==> src/rtl/wb_ecall_unit.sv <==
// Writeback stage: result mux, register-file write port, ECALL host handshake and exit halt.
// Optional build macro WB_ECALL_TIMEOUT_EN adds a host response timeout that writes a0 = -1.
module wb_ecall_unit #(
   parameter int unsigned DATA_W      = 64,
   parameter int unsigned REG_W       = 5,
   parameter int unsigned RSLT_W      = 3,
   parameter int unsigned EXIT_CODE   = 93,
   parameter int unsigned TIMEOUT_CYC = 1024
) (
   input  logic              clk,
   input  logic              reset,
   input  logic [RSLT_W-1:0] resultSrc_in,
   input  logic              regWrite_in,
   input  logic              ecall_in,
   input  logic [DATA_W-1:0] ALUResult_in,
   input  logic [DATA_W-1:0] readData_in,
   input  logic [DATA_W-1:0] PCPlusImm_in,
   input  logic [REG_W-1:0]  writeReg_in,
   input  logic [DATA_W-1:0] immExt_in,
   input  logic [DATA_W-1:0] PCPlus4_in,
   input  logic [DATA_W-1:0] a7_val,
   input  logic [DATA_W-1:0] a0_val,
   output logic              rf_we,
   output logic [REG_W-1:0]  rf_waddr,
   output logic [DATA_W-1:0] rf_wdata,
   output logic              stall,
   output logic              halted,
   output logic              host_req_valid,
   input  logic              host_req_ready,
   output logic [DATA_W-1:0] host_req_code,
   output logic [DATA_W-1:0] host_req_arg,
   input  logic              host_rsp_valid,
   input  logic [DATA_W-1:0] host_rsp_data,
   output logic [31:0]       ecall_count
);

   localparam int unsigned CNT_W  = 32;
   localparam int unsigned A0_REG = 10;

   typedef enum logic [2:0] {
      S_IDLE = 3'd0,
      S_REQ  = 3'd1,
      S_RSP  = 3'd2,
      S_DONE = 3'd3,
      S_HALT = 3'd4
   } state_e;

   state_e             state_q, state_d;
   logic [DATA_W-1:0]  code_q, code_d;
   logic [DATA_W-1:0]  arg_q, arg_d;
   logic [CNT_W-1:0]   count_q, count_d;
   logic [DATA_W-1:0]  wb_mux;

`ifdef WB_ECALL_TIMEOUT_EN
   logic [CNT_W-1:0]   tmo_q, tmo_d;
`else
   logic               unused_tmo;
   assign unused_tmo = ^CNT_W'(TIMEOUT_CYC);
`endif

   // Writeback result select
   always_comb begin
      case (resultSrc_in)
         RSLT_W'(0): wb_mux = ALUResult_in;
         RSLT_W'(1): wb_mux = readData_in;
         RSLT_W'(2): wb_mux = PCPlus4_in;
         RSLT_W'(3): wb_mux = immExt_in;
         RSLT_W'(4): wb_mux = PCPlusImm_in;
         default:    wb_mux = '0;
      endcase
   end

   // Next-state and combinational writeback/stall outputs
   always_comb begin
      state_d  = state_q;
      code_d   = code_q;
      arg_d    = arg_q;
      count_d  = count_q;
      rf_we    = 1'b0;
      rf_waddr = writeReg_in;
      rf_wdata = wb_mux;
      stall    = 1'b0;
`ifdef WB_ECALL_TIMEOUT_EN
      tmo_d    = tmo_q;
`endif
      case (state_q)
         S_IDLE: begin
            if (ecall_in) begin
               stall   = 1'b1;
               code_d  = a7_val;
               arg_d   = a0_val;
               state_d = (a7_val == DATA_W'(EXIT_CODE)) ? S_HALT : S_REQ;
            end else begin
               rf_we = regWrite_in && (writeReg_in != '0);
            end
         end
         S_REQ: begin
            stall = 1'b1;
            if (host_req_ready) begin
               state_d = S_RSP;
`ifdef WB_ECALL_TIMEOUT_EN
               tmo_d   = '0;
`endif
            end
         end
         S_RSP: begin
            stall = 1'b1;
            if (host_rsp_valid) begin
               rf_we    = 1'b1;
               rf_waddr = REG_W'(A0_REG);
               rf_wdata = host_rsp_data;
               state_d  = S_DONE;
            end
`ifdef WB_ECALL_TIMEOUT_EN
            else if (tmo_q == CNT_W'(TIMEOUT_CYC - 1)) begin
               rf_we    = 1'b1;
               rf_waddr = REG_W'(A0_REG);
               rf_wdata = '1;
               state_d  = S_DONE;
            end else begin
               tmo_d = tmo_q + CNT_W'(1);
            end
`endif
         end
         S_DONE: begin
            count_d = count_q + CNT_W'(1);
            state_d = S_IDLE;
         end
         S_HALT: begin
            stall = 1'b1;
         end
         default: state_d = S_IDLE;
      endcase
      // Reset forces the write port and stall quiet even while inputs are live
      if (!reset) begin
         rf_we = 1'b0;
         stall = 1'b0;
      end
   end

   always_ff @(posedge clk or negedge reset) begin
      if (!reset) begin
         state_q <= S_IDLE;
         code_q  <= '0;
         arg_q   <= '0;
         count_q <= '0;
`ifdef WB_ECALL_TIMEOUT_EN
         tmo_q   <= '0;
`endif
      end else begin
         state_q <= state_d;
         code_q  <= code_d;
         arg_q   <= arg_d;
         count_q <= count_d;
`ifdef WB_ECALL_TIMEOUT_EN
         tmo_q   <= tmo_d;
`endif
      end
   end

   assign host_req_valid = (state_q == S_REQ);
   assign halted         = (state_q == S_HALT);
   assign host_req_code  = code_q;
   assign host_req_arg   = arg_q;
   assign ecall_count    = count_q;

endmodule

==> config.mk <==
export PLATFORM = sky130hd
export DESIGN_NAME = wb_ecall_unit
export DESIGN_NICKNAME = d
export VERILOG_FILES = /design/src/rtl/wb_ecall_unit.sv
export SDC_FILE = /design/constraint.sdc
export NUM_CORES = 1
export LEC_CHECK = 0
export ABC_AREA = 1
export CAP_MARGIN = 20
export CORE_AREA = 2 2 293 295
export DETAILED_ROUTE_END_ITERATION = 8
export DIE_AREA = 0 0 295 297
export HOLD_SLACK_MARGIN = 0.15
export PLACE_DENSITY = 0.33
export SETUP_SLACK_MARGIN = 0.05
export SLEW_MARGIN = 20
export SYNTH_ARGS = -nofsm -noshare
export SYNTH_HDL_FRONTEND = slang
export SYNTH_SLANG_ARGS = --single-unit
==> constraint.sdc <==
create_clock -name clk -period 4.7 [get_ports clk]
set_clock_uncertainty 0.2 [all_clocks]
set_input_delay 0.47 -clock clk [delete_from_list [all_inputs] [get_ports clk]]
set_output_delay 0.47 -clock clk [all_outputs]
set_load 0.02 [all_outputs]
Run 1, routing congestion:
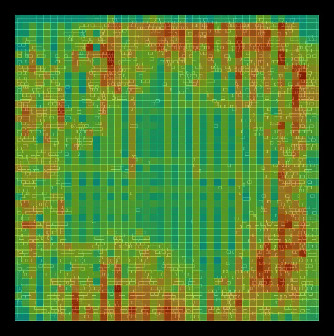
met1 capacity usage during global routing: 0.185
GRT Max-Usage Layer: met2
met2 usage: 0.278

Run 1, met3 routing:
Drawn at 1.5 px/um.
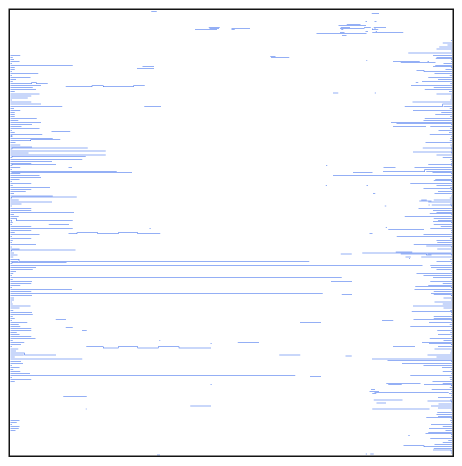
- longest straight run: 274 um
- wire length on this layer: 6,500 um
- share of all routed wire: 9.0%
aggregate routed wire length: 72,200 um
GRT met3 Usage: 0.0542
total number of vias: 12,000

Run 1, cell classes on the final placement:
Drawn at 1 px/um. Fill, decap, tap and diode cells in gray.
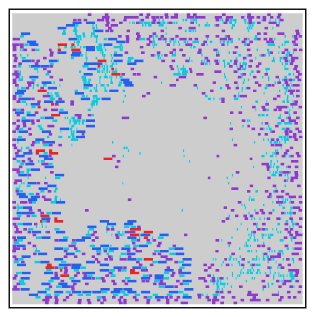
- purple: remaining buffers and delay cells (cells 779)
- cyan: combinational and other logic (cells 1,086)
- blue: sequential cells (cells 163)
- red: clock drivers and dummy loads (cells 32)

==> tab_implementation.tex, run 1 <==
% Yosys + OpenROAD metrics
\begin{tabular}{lr}
\hline
Metric & Value \\
\hline
\multicolumn{2}{l}{\textbf{Final layout}} \\
\quad Final core occ & 0.234 \\
\quad Nonclk inv count & 67 \\
\quad Share of the final layout cell area in sequential cells & 0.206 \\
\quad Highest-count cells in the layout ignoring fill and taps & sky130\_fd\_sc\_hd\_\_clkdlybuf4s50\_1 (750), sky130\_fd\_sc\_hd\_\_nand2\_1 (631), sky130\_fd\_sc\_hd\_\_dfrtp\_1 (163) \\
\quad Nets@finish & 2,574 \\
\quad Total number of sequential cells & 163 \\
\quad Area overhead of the layout relative to synthesis & 90.9\% \\
\quad Multi-input combinational cell count & 1,019 \\
\quad Number of filler instances in the final layout & 9,329 \\
\multicolumn{2}{l}{\textbf{Worst hold path}} \\
\quad Worst min-delay path startpoint & host\_req\_code[6] \\
\quad Endpoint of the worst hold-timing path & host\_req\_code[6] \\
\multicolumn{2}{l}{\textbf{Final timing}} \\
\quad Tightest slew margin relative to the limit & 0.235 \\
\quad Final min period & 4.15 ns \\
\quad Count of final hold-check violations & 0 \\
\quad Number of setup violations in the final report & 0 \\
\multicolumn{2}{l}{\textbf{Power and ir drop}} \\
\quad Leakage power summed over all cells & 8.29 nW \\
\multicolumn{2}{l}{\textbf{Routing}} \\
\quad Met3 WL post-DR & 6500 um \\
\quad Residual DRC count & 0 \\
\quad Uppermost layer routed & met5 \\
\quad Number of vias per cell & 3.73 \\
\multicolumn{2}{l}{\textbf{CTS}} \\
\quad TritonCTS clock tree & done \\
\quad Num CTS Buffers & 17 \\
\quad Largest buffer count on any clock path & 2 \\
\quad Cell resize tally after clock tree synthesis & 0 \\
\quad Worst-skew pair later-pin latency & 0.46 ns \\
\multicolumn{2}{l}{\textbf{Logic synthesis}} \\
\quad Mux cell area share after synthesis & 0.166 \\
\quad Largest area contributor in the netlist & sky130\_fd\_sc\_hd\_\_dfrtp\_1 \\
\quad Dominant comb cell & simple AND/OR/NAND/NOR gates \\
\quad Netlist area before placement & 10,400 um2 \\
\quad Avg Synthesized Cell Area & 7.91 um2 \\
\quad Cell total in the yosys stat output & 1,308 \\
\quad Number of warnings printed during yosys synthesis & 0 \\
\multicolumn{2}{l}{\textbf{Placement}} \\
\quad Area of placed instances & 19,200 um2 \\
\quad DPL Wire Length & 59,900 um \\
\multicolumn{2}{l}{\textbf{Critical path}} \\
\quad Delay of the slowest critical-path stage & 0.74 ns \\
\quad Crit path cell chain & nor2\_2 -> nand2\_1 -> nor2\_4 -> buf\_4 -> nand2\_1 -> nand2\_1 -> clkdlybuf4s50\_1 \\
\quad Launch point of the worst reg-to-reg path & state\_q[1] \\
\quad R2r setup slk & 2.23 ns \\
\quad Worst reg2reg path endpoint & host\_req\_code[11] \\
\multicolumn{2}{l}{\textbf{Floorplanning}} \\
\quad Chip area & 87,600 um2 \\
\quad Std-Cell Rows & 107 \\
\quad Die extent in y & 297 um \\
\multicolumn{2}{l}{\textbf{Job}} \\
\quad OpenROAD warning count & 29 \\
\multicolumn{2}{l}{\textbf{Status}} \\
\quad Result of the run & finished clean \\
\multicolumn{2}{l}{\textbf{GRT}} \\
\quad Largest net degree at the start of global routing & 132 \\
\hline
\end{tabular}
## run 1: power breakdown
part / total, mW / internal, mW / switching (mW)
Sequential: 2.38 / 2.00 / 0.379
Combinational: 4.83 / 2.54 / 2.29
Clock: 1.42 / 0.768 / 0.655
## run 1: cells in the mapped netlist, types with 2 or more instances
cell type	count
sky130_fd_sc_hd__o21ai_1	10
sky130_fd_sc_hd__nand4_1	37
sky130_fd_sc_hd__a21oi_1	3
sky130_fd_sc_hd__buf_12	8
sky130_fd_sc_hd__nor2_4	8
sky130_fd_sc_hd__nand2_2	4
sky130_fd_sc_hd__inv_2	6
sky130_fd_sc_hd__nor2_2	6
sky130_fd_sc_hd__inv_1	61
sky130_fd_sc_hd__o21ai_0	30
sky130_fd_sc_hd__nand3b_1	5
sky130_fd_sc_hd__mux2_4	84
sky130_fd_sc_hd__nor3_4	2
sky130_fd_sc_hd__nand3_1	54
sky130_fd_sc_hd__o21a_1	3
sky130_fd_sc_hd__dfrtp_1	163
sky130_fd_sc_hd__nor3_1	7
sky130_fd_sc_hd__mux2_2	41
sky130_fd_sc_hd__xnor2_1	15
sky130_fd_sc_hd__clkbuf_1	3
sky130_fd_sc_hd__nor2_1	64
sky130_fd_sc_hd__clkbuf_2	4
sky130_fd_sc_hd__buf_4	2
sky130_fd_sc_hd__xor2_1	7
sky130_fd_sc_hd__buf_2	39
sky130_fd_sc_hd__nand2_1	631
## run 1: through the flow
step | instances | setup WS [ns] | total power, mW | hold WS, ns
after floorplan | 1308 | 2.49 | 4.76 | -0.0256
after global placement | 3171 | 0.677 | 7.31 | 0.279
after detailed placement | 3171 | 0.659 | 7.29 | 0.283
after CTS | 3204 | 0.418 | 8.82 | 0.303
after global routing | 3209 | 0.322 | 9.12 | 0.319
final | 3210 | 0.548 | 8.63 | 0.295
==> run 1 -> run 2 <==
--- a/config.mk
+++ b/config.mk
@@ -12,6 +12,7 @@
 export DIE_AREA = 0 0 295 297
 export HOLD_SLACK_MARGIN = 0.15
 export PLACE_DENSITY = 0.33
+export REMOVE_ABC_BUFFERS = 1
 export SETUP_SLACK_MARGIN = 0.05
 export SLEW_MARGIN = 20
 export SYNTH_ARGS = -nofsm -noshare
Run 2, cell classes on the final placement:
Drawn at 1 px/um. Fill, decap, tap and diode cells in gray.
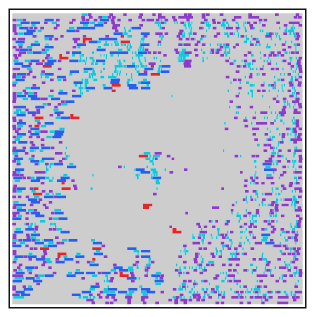
- blue: sequential cells (cells 163)
- purple: remaining buffers and delay cells (cells 777)
- red: clock drivers and dummy loads (cells 32)
- cyan: combinational and other logic (cells 1,086)
share of the final layout cell area in sequential cells: 0.207
Std-Cell Rows: 107
Final Instance Area: 19,700 um2

Run 2, met3 routing:
Drawn at 1.5 px/um.
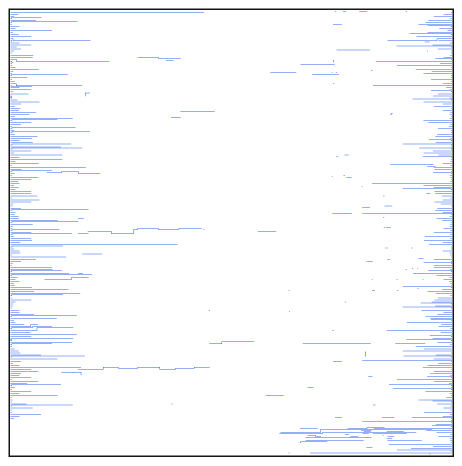
- main direction: horizontal
- longest straight run: 129 um
- wire length on this layer: 7,000 um
- nets with wire on the layer: 467
- share of all routed wire: 9.4%

==> run 2 against run 1 <==
  * Die area did not move
  * Combinational power barely moved
  * Sequential cell count did not move
  * Core utilization barely moved
  * Final cell count barely moved
  * Setup slack improved by 0.33 ns
  * Routed wire length rose by 3.1%
  * Final area fell by 0.11%
  * Sequential share of layout area barely moved
  * Critical path type unchanged
  * Area after synthesis did not move
  * Largest cell class unchanged
==> tab_implementation.tex, run 2 <==
% Yosys + OpenROAD metrics
\begin{tabular}{lr}
\hline
Metric & Value \\
\hline
\multicolumn{2}{l}{\textbf{Final timing}} \\
\quad Number of setup violations in the final report & 0 (unchanged) \\
\quad Final min period & 3.82 ns (-0.333 ns) \\
\quad Count of final hold-check violations & 0 (unchanged) \\
\quad Tightest slew margin relative to the limit & 0.318 (+0.0831) \\
\multicolumn{2}{l}{\textbf{Placement}} \\
\quad DPL Wire Length & 61,400 um (+2.5\%) \\
\quad Worst setup slack after placement & 0.866 ns (+0.207 ns) \\
\multicolumn{2}{l}{\textbf{Power and ir drop}} \\
\quad Max power group & combinational logic \\
\quad Reported combinational group power & 4.83 mW (about the same) \\
\quad Relative contribution of sequential cells to total power & 0.276 (about the same) \\
\quad Int Power & 5.25 mW (-0.96\%) \\
\quad Combinational fraction of design power & 0.558 (-0.002) \\
\quad Leakage power summed over all cells & 8.29 nW (about the same) \\
\quad Sequential logic power & 2.39 mW (about the same) \\
\quad Power attributed to the clock group & 1.43 mW (about the same) \\
\quad Clk network pwr share & 0.166 (about the same) \\
\multicolumn{2}{l}{\textbf{CTS}} \\
\quad Cell resize tally after clock tree synthesis & 0 (unchanged) \\
\quad Largest buffer count on any clock path & 2 (unchanged) \\
\quad Worst-skew pair later-pin latency & 0.48 ns (+0.02 ns) \\
\quad TritonCTS clock tree & done \\
\multicolumn{2}{l}{\textbf{Job}} \\
\quad OpenROAD warning count & 31 (+6.9\%) \\
\multicolumn{2}{l}{\textbf{GRT}} \\
\quad Met1 capacity usage during global routing & 0.174 (-0.0112) \\
\quad GRT met3 Usage & 0.0646 (+0.0103) \\
\quad GRT Max-Usage Layer & met2 \\
\multicolumn{2}{l}{\textbf{Critical path}} \\
\quad R2r setup slk & 2.23 ns (about the same) \\
\quad Crit path cell chain & nor2\_2 -> nand2\_1 -> nor2\_4 -> inv\_2 -> nand2\_1 -> inv\_2 -> buf\_4 -> o21ai\_1 -> nand2\_1 -> clkdlybuf4s50\_1 \\
\quad Delay of the slowest critical-path stage & 0.69 ns (-0.05 ns) \\
\quad Worst reg2reg path endpoint & host\_req\_code[60] \\
\quad Launch point of the worst reg-to-reg path & state\_q[1] \\
\multicolumn{2}{l}{\textbf{Worst hold path}} \\
\quad Worst min-delay path startpoint & host\_req\_code[4] \\
\quad Endpoint of the worst hold-timing path & host\_req\_code[4] \\
\multicolumn{2}{l}{\textbf{Logic synthesis}} \\
\quad Cell total in the yosys stat output & 1,308 (unchanged) \\
\quad Most common cell in the netlist & sky130\_fd\_sc\_hd\_\_nand2\_1 \\
\quad Commonest cells in the synthesized netlist & sky130\_fd\_sc\_hd\_\_nand2\_1 (631), sky130\_fd\_sc\_hd\_\_dfrtp\_1 (163), sky130\_fd\_sc\_hd\_\_mux2\_4 (84) \\
\quad Number of warnings printed during yosys synthesis & 0 (unchanged) \\
\multicolumn{2}{l}{\textbf{Routing}} \\
\quad Met3 WL post-DR & 7000 um (+7.6\%) \\
\quad Total number of vias & 12,000 (+0.12\%) \\
\quad Uppermost layer routed & met5 \\
\quad Number of vias per cell & 3.73 (+0.15\%) \\
\multicolumn{2}{l}{\textbf{Final layout}} \\
\quad Highest-count cells in the layout ignoring fill and taps & sky130\_fd\_sc\_hd\_\_clkdlybuf4s50\_1 (743), sky130\_fd\_sc\_hd\_\_nand2\_1 (631), sky130\_fd\_sc\_hd\_\_dfrtp\_1 (163) \\
\multicolumn{2}{l}{\textbf{Status}} \\
\quad Result of the run & finished clean \\
\multicolumn{2}{l}{\textbf{Floorplanning}} \\
\quad Chip area & 87,600 um2 (unchanged) \\
\hline
\end{tabular}
Run 2, routing congestion:
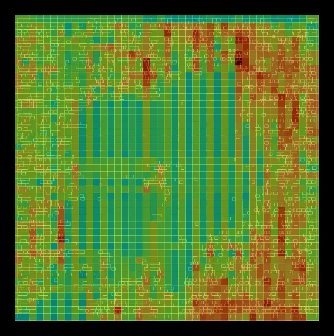
met2 usage: 0.301
post-DR wirelength/cell: 23.2 um

[run 2: netlist changes by cell type in the layout (fill, tap and decap cells not counted), sizes merged]
| cell | before | now |
|---|---|---|
| clkdlybuf4s50 | 750 | 743 |
| buf | 28 | 32 |
| inv | 71 | 74 |
| clkinv | 5 | 3 |
| bufinv | 1 | 0 |
| clkbuf | 20 | 21 |
| diode | 6 | 7 |
[run 2: timing repair]
action,in CTS,in global routing
setup endpoints to repair,0,0
hold buffers,1,0
endpoints found under the hold margin,48,0
[run 2: cells by family after synthesis]
| kind of cell | Yosys count | synth area share |
|---|---|---|
| AND/OR/NAND/NOR | 824 | 0.330 |
| flip-flops | 163 | 0.394 |
| adder cells (fa/ha/maj) | 1 | 0.00121 |
| multiplexers | 125 | 0.166 |
| AND-OR/OR-AND | 47 | 0.0237 |
| buffers and inverters | 126 | 0.0660 |
| XOR/XNOR | 22 | 0.0186 |
[run 2: through the flow]
| stage | hold WS, ns | instance area (um2) | std cells | utilization | power, mW |
|---|---|---|---|---|---|
| 2_1_floorplan | -0.0256 | 9920 | 1249 | - | 4.68 |
| 6_report | 0.293 | 19700 | 3209 | 0.234 | 8.64 |
| 4_1_cts | 0.300 | 19700 | 3202 | 0.233 | 8.85 |
| 3_5_place_dp | 0.283 | 19100 | 3169 | 0.227 | 7.29 |
| 5_1_grt | 0.301 | 19700 | 3207 | 0.234 | 9.14 |
| 3_3_place_gp | 0.279 | 19100 | 3169 | 0.227 | 7.32 |
[run 2: layout make-up]
class                   instances  area [um2]  area share
diodes                          7        17.5    0.000887
inverters                      67         251      0.0127
clock inverters                12         115     0.00583
multi-input cells            1019        5590       0.283
flip-flops and latches        163        4080       0.207
clock buffers                  20         457      0.0231
well taps                    1144        1430      0.0725
repair buffers                777        7800       0.395
Power and IR drop assume default switching activity.
